--- src/rtl/next_sram_pkg.sv ---
// Shared types, default sizes and lane-mask helper for the banked next-pointer SRAM.
package next_sram_pkg;

   typedef enum logic [0:0] {
      IDLE  = 1'b0,
      CLEAR = 1'b1
   } clr_state_t;

   localparam int DEF_ADDR_SPACE = 4;
   localparam int DEF_Q          = 16;
   localparam int DEF_BW         = 4;

   // Turns an active-low lane mask into active-high per-bit write enables.
   function automatic logic [DEF_BW*DEF_Q-1:0] lane_mask_expand(input logic [DEF_Q-1:0] mask_n);
      logic [DEF_BW*DEF_Q-1:0] bits;
      bits = '0;
      for (int i = 0; i < DEF_Q; i++) begin
         bits[i*DEF_BW +: DEF_BW] = {DEF_BW{~mask_n[i]}};
      end
      return bits;
   endfunction

endpackage

--- src/rtl/next_sram_clr_fsm.sv ---
// Clear-sweep controller: walks every address once, flags writes rejected meanwhile.
module next_sram_clr_fsm
   import next_sram_pkg::*;
#(
   parameter int ADDR_SPACE = DEF_ADDR_SPACE
) (
   input  logic                  clk,
   input  logic                  rst,
   input  logic                  clr_start,
   input  logic                  wsb,
   output logic                  clr_sel,
   output logic [ADDR_SPACE-1:0] clr_ptr,
   output logic                  clr_busy,
   output logic                  wr_drop
);

   localparam logic [ADDR_SPACE-1:0] LAST_PTR = '1;

   clr_state_t            state_reg;
   logic [ADDR_SPACE-1:0] ptr_reg;
   logic                  drop_reg;

   always_ff @(posedge clk) begin
      if (rst) begin
         state_reg <= IDLE;
         ptr_reg   <= '0;
         drop_reg  <= 1'b0;
      end else begin
         case (state_reg)
            IDLE: begin
               if (clr_start) begin
                  state_reg <= CLEAR;
                  ptr_reg   <= '0;
                  drop_reg  <= 1'b0;
               end
            end
            default: begin
               // clr_start is deliberately ignored here: a sweep never restarts.
               if (!wsb) drop_reg <= 1'b1;
               if (ptr_reg == LAST_PTR) state_reg <= IDLE;
               else                     ptr_reg   <= ptr_reg + 1'b1;
            end
         endcase
      end
   end

   assign clr_sel  = (state_reg == CLEAR);
   assign clr_busy = (state_reg == CLEAR);
   assign clr_ptr  = ptr_reg;
   assign wr_drop  = drop_reg;

endmodule

--- src/rtl/next_sram_banked.sv ---
// Lane-masked next-pointer SRAM with write-first bypass and clear sweep.
// Define NEXT_SRAM_OUT_REG_EN to add a second output register stage.
module next_sram_banked
   import next_sram_pkg::*;
#(
   parameter int            ADDR_SPACE = DEF_ADDR_SPACE,
   parameter int            Q          = DEF_Q,
   parameter int            BW         = DEF_BW,
   parameter logic [BW-1:0] INIT_VAL   = '0
) (
   input  logic                  clk,
   input  logic                  rst,
   input  logic                  wsb,
   input  logic [BW*Q-1:0]       wdata,
   input  logic [Q-1:0]          bytemask,
   input  logic [ADDR_SPACE-1:0] waddr,
   input  logic                  ren,
   input  logic [ADDR_SPACE-1:0] raddr,
   output logic [BW*Q-1:0]       rdata,
   output logic                  rvalid,
   input  logic                  clr_start,
   output logic                  clr_busy,
   output logic                  wr_drop
);

   localparam int DEPTH = 2**ADDR_SPACE;
   localparam int W     = BW*Q;

   logic [W-1:0] mem [DEPTH];

   logic                  clr_sel;
   logic [ADDR_SPACE-1:0] clr_ptr;

   next_sram_clr_fsm #(.ADDR_SPACE(ADDR_SPACE)) u_clr_fsm (
      .clk       (clk),
      .rst       (rst),
      .clr_start (clr_start),
      .wsb       (wsb),
      .clr_sel   (clr_sel),
      .clr_ptr   (clr_ptr),
      .clr_busy  (clr_busy),
      .wr_drop   (wr_drop)
   );

   logic [W-1:0] wr_bits;

   generate
      if (Q == DEF_Q && BW == DEF_BW) begin : g_pkg_expand
         assign wr_bits = lane_mask_expand(bytemask);
      end else begin : g_gen_expand
         for (genvar gi = 0; gi < Q; gi++) begin : g_lane
            assign wr_bits[gi*BW +: BW] = {BW{~bytemask[gi]}};
         end
      end
   endgenerate

   logic                  wr_fire;
   logic                  rd_accept;
   logic                  rd_bypass;
   logic [ADDR_SPACE-1:0] mem_waddr;
   logic [W-1:0]          mem_wdata;
   logic [Q-1:0]          mem_wlane;

   assign wr_fire   = !wsb && !clr_sel;
   assign rd_accept = ren && !clr_sel;
   assign rd_bypass = rd_accept && wr_fire && (raddr == waddr);

   // The sweep owns the write port whenever it runs.
   always_comb begin
      mem_waddr = waddr;
      mem_wdata = wdata;
      mem_wlane = {Q{wr_fire}} & ~bytemask;
      if (clr_sel) begin
         mem_waddr = clr_ptr;
         mem_wdata = {Q{INIT_VAL}};
         mem_wlane = '1;
      end
   end

   always_ff @(posedge clk) begin
      if (!rst) begin
         for (int i = 0; i < Q; i++) begin
            if (mem_wlane[i]) mem[mem_waddr][i*BW +: BW] <= mem_wdata[i*BW +: BW];
         end
      end
   end

   logic [W-1:0] raw_reg;
   logic         byp_reg;
   logic [W-1:0] byp_data_reg;
   logic [W-1:0] byp_bits_reg;
   logic         rd_valid_reg;
   logic [W-1:0] rd_word;

   // Raw array read stays a plain registered read; the collision merge is applied after it.
   always_ff @(posedge clk) begin
      if (rst) begin
         raw_reg      <= '0;
         byp_reg      <= 1'b0;
         byp_data_reg <= '0;
         byp_bits_reg <= '0;
         rd_valid_reg <= 1'b0;
      end else begin
         rd_valid_reg <= rd_accept;
         if (rd_accept) begin
            raw_reg      <= mem[raddr];
            byp_reg      <= rd_bypass;
            byp_data_reg <= wdata;
            byp_bits_reg <= wr_bits;
         end
      end
   end

   assign rd_word = byp_reg ? ((raw_reg & ~byp_bits_reg) | (byp_data_reg & byp_bits_reg)) : raw_reg;

`ifdef NEXT_SRAM_OUT_REG_EN
   logic [W-1:0] rdata_reg;
   logic         rvalid_reg;

   always_ff @(posedge clk) begin
      if (rst) begin
         rdata_reg  <= '0;
         rvalid_reg <= 1'b0;
      end else begin
         rdata_reg  <= rd_word;
         rvalid_reg <= rd_valid_reg;
      end
   end

   assign rdata  = rdata_reg;
   assign rvalid = rvalid_reg;
`else
   assign rdata  = rd_word;
   assign rvalid = rd_valid_reg;
`endif

endmodule
--- config.mk ---
export PLATFORM = sky130hd
export DESIGN_NAME = next_sram_banked
export DESIGN_NICKNAME = d
export VERILOG_FILES = /design/src/rtl/next_sram_pkg.sv /design/src/rtl/next_sram_clr_fsm.sv /design/src/rtl/next_sram_banked.sv
export SDC_FILE = /design/constraint.sdc
export NUM_CORES = 1
export LEC_CHECK = 0
export ABC_AREA = 1
export CELL_PAD_IN_SITES_DETAIL_PLACEMENT = 1
export CELL_PAD_IN_SITES_GLOBAL_PLACEMENT = 1
export CORE_MARGIN = 2
export CORE_UTILIZATION = 39
export DETAILED_ROUTE_END_ITERATION = 12
export GPL_TIMING_DRIVEN = 0
export PLACE_DENSITY = 0.66
export SETUP_SLACK_MARGIN = 0.02
export SYNTH_ARGS = -nofsm -noshare
export SYNTH_HDL_FRONTEND = slang
export SYNTH_SLANG_ARGS = --single-unit
--- constraint.sdc ---
create_clock -name clk -period 2.2 [get_ports clk]
set_input_delay 0.44 -clock clk [delete_from_list [all_inputs] [get_ports clk]]
set_output_delay 0.44 -clock clk [all_outputs]
set_load 0.01 [all_outputs]
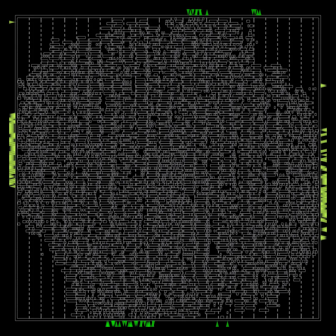
(run_1/placed.png)
Rows: 129
Flop Count: 1176

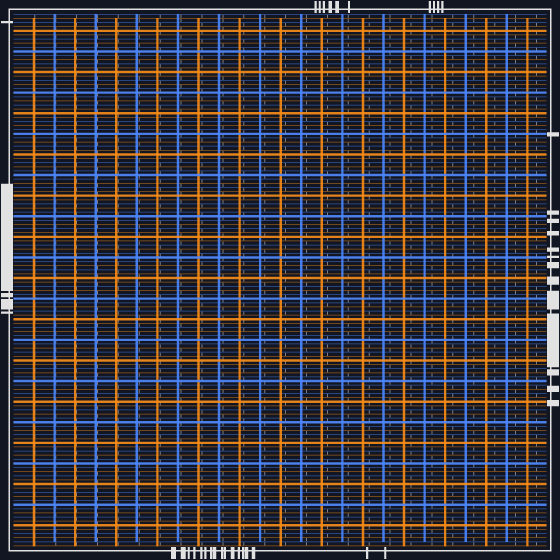
(run_1/floorplan.png)
Pins as bars on the die edge. Tap cells in grey.
blue -> VDD
orange -> VSS
signal pins = 160
met1 rails = 130
met4 straps = 25
tap cells = 1637

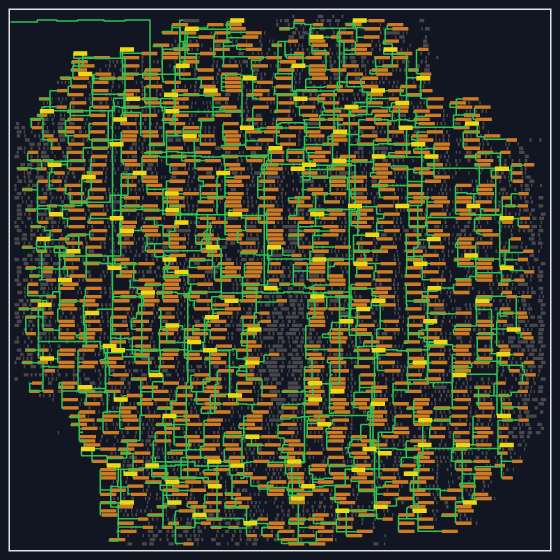
(run_1/clock_wires.png)
green -> clock wires  # length 15300 um
orange -> flip-flops  # count 1176
yellow -> clock-net drivers  # count 133
routed clock nets = 134
flops lie = widely spread

==> reports/qor.txt, run 1 <==
Simple share: 23.36%
I/O Buffers: 156
Vias per inst: 5.378
Failing checks: setup timing
Final Setup Violations: 1184
CP peak stage delay: 0.43 ns
Total global-route track usage: 27.43%
Yosys stat cell total: 4651
Status: complete, but fails checks
EDFF count, synth: 1024
Area fraction in mux cells: 0%
Late-Pin Clk Latency: 0.76 ns
Setup Skew: 0.02661 ns
Clk root buf: clkbuf_16
Fin. max-slew vios: 0
Full die area: 127100 sq um
Core Area: 123500 sq um
CTS Buf Count: 133
Max cap viols: 0
XOR Share, Synth: 0.03615%
Fill count: 13269
Max Freq: 404.5 MHz
RSZ-0062 raised after global routing: true
First-pass GRT wire length: 252300 um
Tmin final: 2.472 ns
Crit path arrival time: 2.91 ns
Slew @ Worst Pin: 1.195 ns
Htree depth: 4
Layout cell share with drive strength beyond 1: 17.84%
Leak pwr: 22.16 nW
Fin nets: 5116
Die width: 356.5 um
Hold Path Class: input port to flop
Mapped Area: 48460 sq um
Setup crit end kind: flop
Final worst slack: -0.2721 ns
CP delay by family, top: buffers and inverters
Starting DRT DRC Count: 3192
Dominant comb cell: simple AND/OR/NAND/NOR gates
Aoi share: 2.678%
Seq/Total Area, Yosys: 69.74%
Tool Warnings: 29
Syn_area_per_cell: 10.42 sq um
Ys flop type: edfxtp_1
## run 1: timing repair
action / CTS / global route
gates cloned: 4 / 6
hold endpoints to repair: 0 / 0
setup endpoints to repair: 2264 / 1440
pin swaps: 52 / 34
buffers inserted: 38 / 33
gates resized: 997 / 189
## run 1: cell type report
| class | count | area, sq um | share of cell area (%) |
|---|---|---|---|
| inverter | 208 | 798.3 | 1.326 |
| clock buffer | 172 | 3664 | 6.086 |
| tap | 1637 | 2048 | 3.403 |
| multi-input combinational | 2963 | 15210 | 25.28 |
| antenna | 4 | 10.01 | 0.01663 |
| sequential | 1176 | 33800 | 56.16 |
| timing repair buffer | 237 | 2445 | 4.062 |
| buffer | 303 | 1688 | 2.804 |
| clock inverter | 65 | 521.8 | 0.8668 |
## run 1: power by group
group	internal, mW	switching, mW	total (mW)
Sequential	24.9	0.222	25.2
Combinational	1.66	4.25	5.91
Clock	12.5	9.21	21.7
## run 1: path summary, 6_finish.rpt
check                           slack, ns               end  cells after the start               start
worst min register to register       0.49  byp_data_reg[23]                      2    byp_data_reg[23]
worst max register to register      -0.27        mem[7][63]                     11  u_clr_fsm.clr_busy
worst min-delay path                 0.29  byp_bits_reg[59]                      2        bytemask[14]
worst max-delay path                -0.27        mem[7][63]                     11  u_clr_fsm.clr_busy
## run 1: kinds of logic after synthesis
kind of cell,after synthesis
AOI/OAI and AO/OA,256
xor gates and xnor gates,2
and+or+nand+nor,2704
adders and majority gates,1
buffers and inverters,512
DFF,1176
## run 1: routing by layer
| layer | track usage [%] | share of wire [%] |
|---|---|---|
| met1 | 37.36 | 43 |
| met2 | 44.38 | 47 |
| met3 | 4.384 | 7.2 |
| met4 | 9.966 | 3.3 |
| met5 | 0 | 0 |
## run 1: through the flow
step	setup WS, ns	setup TNS, ns	area (sq um)	total power, mW
detailed placement	-1.711	-1942.12	52090	30.42
floorplan	0.2695	0	48460	27.99
finish	-0.2721	-124.75	60190	52.73
global placement	-1.711	-2321.27	52060	30.27
global route	-0.3227	-176.54	60190	54.21
CTS	-0.2492	-34.15	58990	52.46
## run 1: cells in the final DEF (no fill, tap or decap), types with 21 or more instances in the layout
cell | netlist | routed
buf_6 | 0 | 37
a21oi_1 | 152 | 90
clkdlybuf4s50_1 | 0 | 91
o21ai_0 | 101 | 101
dfxtp_1 | 152 | 149
edfxtp_1 | 1024 | 1024
clkbuf_2 | 0 | 34
buf_2 | 76 | 100
clkinv_1 | 1 | 24
nor2_2 | 4 | 147
clkinv_2 | 0 | 22
buf_1 | 57 | 38
buf_12 | 0 | 21
nor2_1 | 398 | 74
nand2_8 | 0 | 27
a21oi_2 | 0 | 45
inv_1 | 199 | 199
clkbuf_1 | 171 | 156
nor2_4 | 4 | 185
nand3_1 | 897 | 897
clkbuf_16 | 0 | 149
nand2_1 | 1398 | 1360
buf_4 | 0 | 51
==> run 1 -> run 2 <==
Settings changed: ABC_CLOCK_PERIOD_IN_PS set to 2200, GPL_TIMING_DRIVEN 0 to not set.
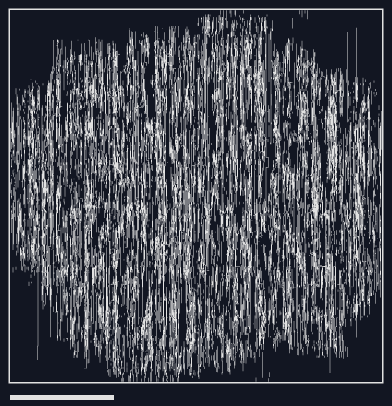
(run_2/m2.png)
Bar = 100 um.
main direction = vertical
share of all routed wire = 47%

==> run 2 against run 1 <==
The flow still finishes with violations (setup timing); first-iteration DRC count fell by 4.0%; core utilization up 0.15 points; register-to-register slack better by 0.36 ns; sequential share of layout area shrank 0.18 points; area after synthesis is the same; die area unchanged; largest cell class unchanged; highest routed layer unchanged.
==> reports/qor.txt, run 2 <==
R2R Path End: raw_reg[37]
Final Setup Violations: 52
Max cap viols: 0
Nets at Floorplan: 4745
Layout cell share with drive strength beyond 1: 16.97%
Fin. max-slew vios: 0
Late-Pin Clk Latency: 0.75 ns
Clk root buf: clkbuf_16
Setup crit end kind: output port
Tmin final: 2.360 ns
Worst reg2reg path depth: 10
CTS clk-pin slew, worst paths: 0.06 ns
EDFF count, synth: 1024
Mapped Area: 48460 sq um
Dominant comb cell: simple AND/OR/NAND/NOR gates
Syn_area_per_cell: 10.42 sq um
Status: complete, but fails checks
Yosys stat cell total: 4651
Hold Path Class: input port to flop
Starting DRT DRC Count: 3065
I/O Buffers: 159
Critical Path RT: 1.76 ns
CTS Buf Count: 134
Max Freq: 423.8 MHz
Area fraction in mux cells: 0%
Simple share: 23.36%
Setup crit start kind: flop
RSZ-0062 raised after global routing: true
Commonest Layout Cell: nand2_1
XOR Share, Synth: 0.03615%
Origin of the worst min-delay path: rst
R2R Setup Slk: 0.09 ns
Htree depth: 4
Die y size: 356.5 um
Fin nets: 5140
TNS Setup: -4.902 ns
Worst hold endpoint: byp_bits_reg[47]
Aoi share: 2.678%
First-pass GRT wire length: 229300 um
Setup Skew: 0.02707 ns
Fill count: 13249
Hold path cells: 5
Slew @ Worst Pin: 0.5684 ns
Drt pass-1 iters: 6
Failing checks: setup timing
Leak pwr: 23.38 nW
Die width: 356.5 um
Total global-route track usage: 24.01%
Tool Warnings: 29
Maximum vdd drop: 0.7632 mV
Final HPWL DP: 98590 um
Most common logic cells in the final layout: nand2_1 (1365), edfxtp_1 (1024), nand3_1 (896)
Crit path arrival time: 1.92 ns
Ys flop type: edfxtp_1
Full die area: 127100 sq um
Seq/Total Area, Yosys: 69.74%
RR Startpoint: u_clr_fsm.clr_busy
Core Area: 123500 sq um
Rows: 129
Vias per inst: 5.263
Final worst slack: -0.1598 ns
Slew headroom: 62.11%
[run 2: netlist changes by cell type in the layout (fill, tap and decap cells not counted), moves of 26 or more]
cell | previous run | this run
nor2_4 | 185 | 40
buf_2 | 100 | 43
nor2_1 | 74 | 314
buf_12 | 21 | 94
buf_6 | 37 | 11
clkbuf_2 | 34 | 1
buf_1 | 38 | 0
clkbuf_1 | 156 | 23
nor2_2 | 147 | 52
buf_4 | 51 | 313
[run 2: metal layers]
metal  GRT usage, %  share of wire (%)  up-vias
met4          7.713                2.9        0
met3          4.184                6.3      254
met5              0                  0        -
li1               -                  -    16608
met1          32.60                 44    17855
met2          39.16                 47     1032
[run 2: cell families after synthesis]
kind of cell             Yosys count
AND-OR/OR-AND                    256
XOR/XNOR                           2
adder cells (fa/ha/maj)            1
buffers and inverters            512
flip-flops                      1176
AND/OR/NAND/NOR                 2704
[run 2: final cells by class]
type,instances,area [sq um],area share [%]
clock buffer,171,3700,6.128
tap,1637,2048,3.392
multi-input combinational,2963,13600,22.52
antenna,1,2.502,0.004145
sequential,1176,33800,55.98
clock inverter,74,784.5,1.299
timing repair buffer,563,5634,9.332
inverter,208,807.0,1.337
[run 2: what timing repair did]
| action | CTS | global route |
|---|---|---|
| resized | 420 | 88 |
| setup endpoints to repair | 73 | 361 |
| gates cloned | 2 | 0 |
| pin swaps | 35 | 15 |
| buffers inserted | 3 | 3 |
[run 2: worst max path at each step]
stage,start,endpoint,slack (ns),cells after the start
floorplan,u_clr_fsm.clr_busy,mem[14][32],0.27,8
global placement,waddr[2],mem[4][0],-0.45,9
detailed placement,waddr[2],mem[13][20],-0.51,9
CTS,byp_reg,rdata[48],-0.18,5
global route,byp_reg,rdata[52],-0.22,5
finish,byp_reg,rdata[45],-0.16,5
[run 2: critical path, stage by stage (launching register included)]
cell     delay (ns)
dfxtp_4        0.39
buf_12         0.16
buf_12         0.17
nand2_8        0.10
a21oi_2        0.15
buf_2          0.15
[run 2: report_power, final]
group	switching [mW]	internal (mW)
Combinational	3.63	1.79
Clock	9.04	13.6
Sequential	0.202	24.9
Total	12.9	40.3
[run 2: stage by stage]
stage | setup slack (ns) | cell area, sq um | cells | total power [mW]
after floorplan | 0.2695 | 48460 | 4651 | 27.99
after global placement | -0.4479 | 55070 | 6541 | 30.74
after detailed placement | -0.5074 | 55070 | 6541 | 30.84
after CTS | -0.1800 | 60040 | 6790 | 53.49
after global routing | -0.2173 | 60370 | 6792 | 54.86
final | -0.1598 | 60380 | 6793 | 53.16
==> run 2 -> run 3 <==
Settings changed: CORE_MARGIN 2 to not set.
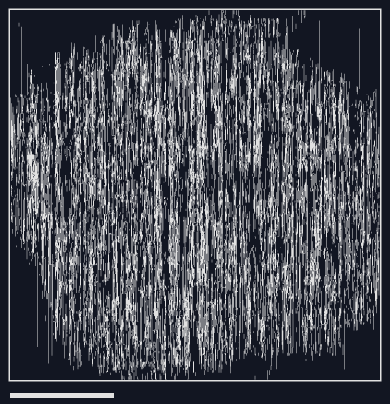
(run_3/m2.png)
Bar = 100 um.
wire length on this layer = 74.0 mm
nets with wire on the layer = 4255
share of all routed wire = 48%
main direction = vertical
longest straight run = 139 um

==> run 3 against run 2 <==
Highest routed layer unchanged; area after synthesis is the same; critical endpoint is now rdata[39]; flip-flop count is the same; clock skew grew 0.0062 ns; largest power group unchanged; the flow still finishes with violations (setup timing); largest cell class unchanged; final area is essentially flat; wire length grew 1.2%.
==> reports/qor.txt, run 3 <==
CTS Buf Count: 132
Status: complete, but fails checks
Syn_area_per_cell: 10.42 sq um
Slew @ Worst Pin: 1.257 ns
Layout cell share with drive strength beyond 1: 16.73%
Commonest Layout Cell: nand2_1
Max Freq: 421.8 MHz
Core Area: 122500 sq um
RSZ-0062 raised after global routing: true
Netlist cell types: 24
Leak pwr: 23.35 nW
YS warnings: 0
DP Worst Slack: -0.4858 ns
Nets at Floorplan: 4745
Failing checks: setup timing
Routed Wire Length: 154000 um
R2R Setup Slk: 0.07 ns
Die y size: 354.5 um
Final Setup Violations: 56
EDFF count, synth: 1024
Die width: 354.5 um
GRT busiest layer: met2
Vias per inst: 5.319
Met2 Usage GRT: 40.72%
Maximum vdd drop: 0.7298 mV
Crit path arrival time: 1.93 ns
Drt drc: 0
First-pass GRT wire length: 231700 um
Starting DRT DRC Count: 2987
Clk root buf: clkbuf_16
I/O Buffers: 159
Htree depth: 4
Global Route met1 Usage: 33.65%
Mapped Area: 48460 sq um
Final worst slack: -0.1710 ns
Grt met3 use: 3.445%
Fin nets: 5147
Setup Skew: 0.03324 ns
Full die area: 125700 sq um
Rows: 128
Setup crit end kind: output port
Seq/Total Area, Yosys: 69.74%
Yosys stat cell total: 4651
Tmin final: 2.371 ns
Hold Path Class: input port to flop
Pwr Density: 875.6 nW/um^2
CTS clk-pin slew, worst paths: 0.06 ns
Tool Warnings: 32
[run 3: path summary, 6_finish.rpt]
check                                   endpoint          startpoint  cells after the start
worst max register to register        mem[9][16]  u_clr_fsm.clr_busy                      8
worst min-delay path            byp_bits_reg[59]                 rst                      5
worst max-delay path                   rdata[39]             byp_reg                      7
worst min register to register  byp_data_reg[25]    byp_data_reg[25]                      2
[run 3: kinds of logic (layout without fill, tap and decap cells)]
| group | count (synthesis) | in the layout | synth area share, % |
|---|---|---|---|
| fa+ha+maj | 1 | 1 | 0.02582 |
| compound gates | 256 | 256 | 2.678 |
| xor+xnor | 2 | 2 | 0.03616 |
| simple gates | 2704 | 2704 | 23.36 |
| flops | 1176 | 1176 | 69.74 |
| other cells | 0 | 1 | 0 |
| buf+inv | 512 | 1014 | 4.162 |
[run 3: through the flow]
stage	cell area, sq um	utilization [%]	instances	power (mW)	setup TNS, ns
floorplan	48460	-	4651	27.99	0
global placement	55080	44.96	6541	30.72	-293.62
detailed placement	55080	44.96	6541	30.81	-325.17
CTS	59970	48.95	6776	53.15	-7.928
global route	60370	49.27	6778	54.51	-9.394
finish	60370	49.28	6779	52.86	-6.166
[run 3: power breakdown]
part           switching [mW]  leakage [nW]  internal, mW
clock network            8.82          2.15          13.5
registers               0.208          10.6          24.9
logic                    3.66          10.6          1.77
[run 3: layout make-up]
class / instances / area, sq um
clock inverters: 58 / 638.1
well taps: 1625 / 2033
clock buffers: 176 / 3756
multi-input cells: 2963 / 13700
flip-flops and latches: 1176 / 33800
fillers: 13154 / 62150
repair buffers: 572 / 5634
inverters: 208 / 807.0
diodes: 1 / 2.502
[run 3: what timing repair did]
item / 4_1_cts / 5_1_grt
pin swaps: 38 / 21
gates resized: 457 / 78
endpoints found under the setup margin: 76 / 344
hold buffers: 0 / 0
buffers inserted: 3 / 4
[run 3: routing by layer]
layer / routed length, um / vias to the layer above
met4: 3407 / 0
met5: 0 / -
met2: 74040 / 970
li1: - / 16621
met3: 7919 / 210
met1: 68670 / 18257
[run 3: worst max-delay path: stages (launching register included)]
cell     delay (ns)
dfxtp_2        0.35
buf_12         0.18
nand2_4        0.07
buf_12         0.16
nor2_4         0.11
a21oi_4        0.04
buf_6          0.13
buf_6          0.13
No activity file was given, so power comes from the tool's default toggle rates.
